File: src/rtl/hazard_stall_unit.sv
// Decode-stage hazard/stall controller: load-use bubbles, branch flushes,
// memory-busy freeze with a timeout watchdog, and saturating perf counters.
`timescale 1ns/1ps
module hazard_stall_unit #(
  parameter int ADDR_W   = 3,
  parameter int CNT_W    = 16,
  parameter int MAX_WAIT = 15
) (
  input  logic              clk_i,
  input  logic              rst_n_i,
  input  logic [ADDR_W-1:0] id_rs_addr_i,
  input  logic [ADDR_W-1:0] id_rt_addr_i,
  input  logic              id_uses_rs_i,
  input  logic              id_uses_rt_i,
  input  logic              ex_valid_i,
  input  logic              ex_memread_i,
  input  logic [ADDR_W-1:0] ex_write_addr_i,
  input  logic              branch_taken_i,
  input  logic              mem_busy_i,
  output logic              pc_we_o,
  output logic              ifid_we_o,
  output logic              ifid_flush_o,
  output logic              idex_bubble_o,
  output logic              pipe_we_o,
  output logic              timeout_o,
  output logic [CNT_W-1:0]  stall_cnt_o,
  output logic [CNT_W-1:0]  bubble_cnt_o
);

  typedef enum logic [1:0] {RUN, MEM_WAIT, ERROR} state_t;

  localparam logic [7:0]       MAX_WAIT_C = 8'(MAX_WAIT);
  localparam logic [CNT_W-1:0] CNT_MAX    = '1;

  state_t     state;
  logic [7:0] wait_cnt;
  logic       lu_hz;
  logic       freeze;
  logic       lu_bubble;

  // Every register is real, so r0 hazards are detected like any other.
  assign lu_hz = ex_valid_i & ex_memread_i &
                 ((id_uses_rs_i & (id_rs_addr_i == ex_write_addr_i)) |
                  (id_uses_rt_i & (id_rt_addr_i == ex_write_addr_i)));

  assign freeze = mem_busy_i | (state == ERROR);

  always_comb begin
    pc_we_o       = 1'b0;
    ifid_we_o     = 1'b0;
    ifid_flush_o  = 1'b0;
    idex_bubble_o = 1'b0;
    pipe_we_o     = 1'b0;
    lu_bubble     = 1'b0;
    if (!rst_n_i || freeze) begin
      // Everything holds; a taken branch sitting in EX waits for release.
    end else if (branch_taken_i) begin
      pc_we_o       = 1'b1;
      ifid_we_o     = 1'b1;
      ifid_flush_o  = 1'b1;
      idex_bubble_o = 1'b1;
      pipe_we_o     = 1'b1;
    end else if (lu_hz) begin
      idex_bubble_o = 1'b1;
      pipe_we_o     = 1'b1;
      lu_bubble     = 1'b1;
    end else begin
      pc_we_o       = 1'b1;
      ifid_we_o     = 1'b1;
      pipe_we_o     = 1'b1;
    end
  end

  // Memory-wait watchdog; ERROR is only left through reset.
  always_ff @(posedge clk_i or negedge rst_n_i) begin
    if (!rst_n_i) begin
      state     <= RUN;
      wait_cnt  <= 8'd0;
      timeout_o <= 1'b0;
    end else begin
      case (state)
        RUN: begin
          if (mem_busy_i) begin
            state    <= MEM_WAIT;
            wait_cnt <= 8'd1;
          end
        end
        MEM_WAIT: begin
          if (!mem_busy_i) begin
            state    <= RUN;
            wait_cnt <= 8'd0;
          end else if (wait_cnt == MAX_WAIT_C) begin
            state     <= ERROR;
            timeout_o <= 1'b1;
          end else begin
            wait_cnt <= wait_cnt + 8'd1;
          end
        end
        ERROR: begin
          timeout_o <= 1'b1;
        end
        default: begin
          state    <= RUN;
          wait_cnt <= 8'd0;
        end
      endcase
    end
  end

  always_ff @(posedge clk_i or negedge rst_n_i) begin
    if (!rst_n_i) begin
      stall_cnt_o  <= '0;
      bubble_cnt_o <= '0;
    end else begin
      if (!pc_we_o && (stall_cnt_o != CNT_MAX))
        stall_cnt_o <= stall_cnt_o + CNT_W'(1);
      if (lu_bubble && (bubble_cnt_o != CNT_MAX))
        bubble_cnt_o <= bubble_cnt_o + CNT_W'(1);
    end
  end

endmodule
File: config.mk
export PLATFORM = sky130hd
export DESIGN_NAME = hazard_stall_unit
export DESIGN_NICKNAME = d
export VERILOG_FILES = /design/src/rtl/hazard_stall_unit.sv
export SDC_FILE = /design/constraint.sdc
export NUM_CORES = 1
export LEC_CHECK = 0
export CAP_MARGIN = 20
export CELL_PAD_IN_SITES_DETAIL_PLACEMENT = 0
export CELL_PAD_IN_SITES_GLOBAL_PLACEMENT = 2
export CORE_MARGIN = 3
export CORE_UTILIZATION = 30
export DETAILED_ROUTE_END_ITERATION = 8
export PLACE_DENSITY_LB_ADDON = 0.3
export SETUP_SLACK_MARGIN = 0.02
export SLEW_MARGIN = 15
export SYNTH_ARGS = -nofsm -noshare
export SYNTH_HDL_FRONTEND = slang
export SYNTH_SLANG_ARGS = --single-unit
File: constraint.sdc
create_clock -name clk_i -period 1.91 [get_ports clk_i]
set_input_delay 0.382 -clock clk_i [delete_from_list [all_inputs] [get_ports clk_i]]
set_output_delay 0.382 -clock clk_i [all_outputs]
set_load 0.01 [all_outputs]
==> results.json <==
{
  "crit_path_end": "idex_bubble_o",
  "synth_area_per_cell_um2": 10.00,
  "fin_setup_tns_ns": 0,
  "grt_start_max_net_pins": 44,
  "post-route-min-period_ns": 1.872,
  "fin_total_pwr_uw": 2405,
  "synthTopCellsByArea": "dfrtp_1 50%, xnor2_1 11%, nand2_1 4.3%",
  "route.detailed.drc": 0,
  "cts_setup_buffers": 2,
  "seq_area_um2": 1076,
  "ys_ff": 43,
  "nNonClkBuffers": 85,
  "nNetsFinal": 325,
  "die_w_um": 90.87,
  "dr_total_vias": 1860,
  "critPathLaunchType": "input port",
  "grt_pass1_wl_um": 8880,
  "drt_iter0_markers": 44,
  "layout-drive-gt1-share_pct": 19.28,
  "postPlaceCellArea_um2": 3009,
  "combGateArea_um2": 1097,
  "clk_share_pct": 3.543,
  "cts-root-buf": "clkbuf_8",
  "grt_use_met3_pct": 3.083,
  "synth_nets": 236,
  "synth_top_cell_by_area": "dfrtp_1",
  "top_area_share_pct": 49.80,
  "status": "finished clean"
}
==> registers in the layout, summed over array words and instances (netlist names) <==
register and cells:
bubble_cnt_o 16, stall_cnt_o 16, state 2, timeout_o 1
wait_cnt 8
==> cells by family (layout without fill, tap and decap cells) <==
family | after synthesis | count (layout)
xor+xnor | 38 | 38
mux | 1 | 1
fa+ha+maj | 3 | 3
buf+inv | 8 | 98
simple gates | 104 | 104
compound gates | 19 | 19
flops | 43 | 43
==> layer usage <==
layer | vias up | share of wire [%]
li1 | 927 | -
met1 | 887 | 48
met2 | 42 | 46
met3 | 4 | 4.6
met4 | 0 | 0.94
met5 | - | 0
==> synth_stat cells (all sizes together) <==
cell type  number
and4            2
ha              3
nand4          13
inv             5
o21ai           8
nand3b          2
nor2           15
buf             2
o22ai           4
xor2           10
o32a            1
mux2            1
a21oi           5
or2             2
clkbuf          1
nand2b          3
dfrtp          43
nor3            9
nand3          17
o21bai          1
nor4            3
and3            8
and2            4
nand2          25
xnor2          28
nor2b           1
==> where the power goes <==
group | switching [uW] | internal (uW)
logic | 257 | 352
registers | 81.2 | 996
clock network | 329 | 390
total | 667 | 1740
==> placed cells by master, fill, tap and decap left out, drive strengths merged, types with 2 or more instances in the layout <==
cell           Yosys  layout
dlygate4sd2        0      11
clkinv             0       2
clkbuf             1       6
buf                2      35
nor2              15      15
nand3             17      17
clkdlybuf4s50      0      34
nand2             25      25
inv                5       5
or2                2       2
and3               8       8
xnor2             28      28
nand2b             3       3
dfrtp             43      43
a21oi              5       5
and4               2       2
nor3               9       9
nor4               3       3
nand3b             2       2
o22ai              4       4
nand4             13      13
ha                 3       3
xor2              10      10
and2               4       4
o21ai              8       8
clkdlybuf4s15      0       3
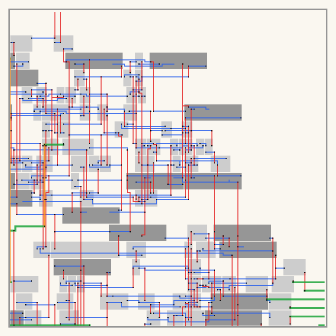
(images/closeup.png)
Window x 41 to 91, y 41 to 91 um. Cells in gray, sequential cells in the stronger gray; small squares are vias.
| layer | color |
|---|---|
| M1 | blue |
| M2 | red |
| M4 | orange |
| M3 | green |
netlist names of flops here include: bubble_cnt_o (6), wait_cnt (6)
cells with their middle in the window: 92
sequential cells in the window: 12
most frequent: nand2_1 (13), dfrtp_1 (12), buf_4 (9)

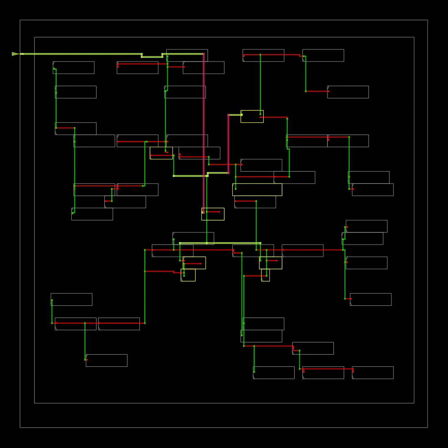
(images/clock_nets.png)
Clock Latency Late Sink: 0.29 ns
Clock Buffer Count: 5

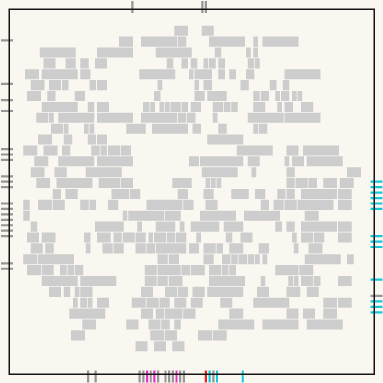
(images/pinout.png)
Drawn at 4 px/um. Pins as bars across the die edge, other pins in gray.
| port | color | pins | direction | edge |
|---|---|---|---|---|
| id_rt_addr_i | magenta | 3 | input | bottom |
| bubble_cnt_o | cyan | 16 | output | 13 right, 3 bottom |
| ifid_flush_o | red | 1 | output | bottom |
all pins by edge: 19 bottom, 19 left, 14 right, 3 top

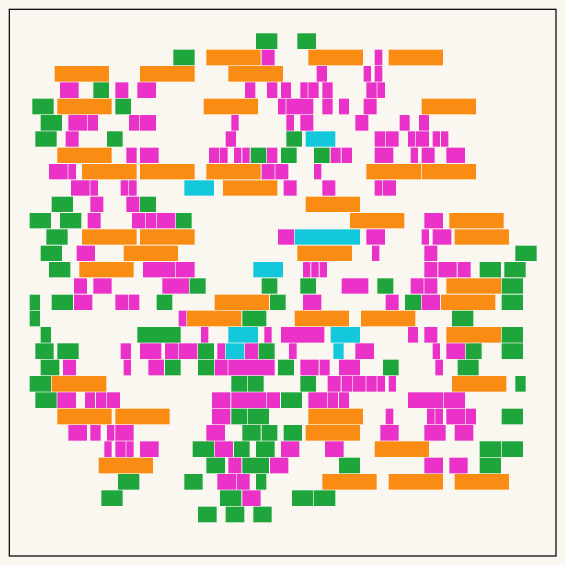
(images/class_map.png)
Drawn at 6 px/um.
| class | color | cells |
|---|---|---|
| sequential cells | orange | 43 |
| clock drivers and dummy loads | cyan | 8 |
| remaining logic cells | magenta | 170 |
| remaining buffers and delay cells | green | 85 |
# rows: 30
Seq/total area: 33.86%
design area: 3178 um2
final core occ: 46.01%
core area: 6907 um2

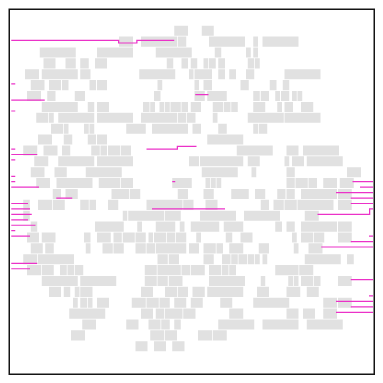
(images/m3.png)
Drawn at 4 px/um.
nets with wire on the layer: 35
main direction: horizontal
wire length on this layer: 233 um
longest straight run: 26.7 um

Power figures rest on the tool's default switching activity, not on a simulated workload.
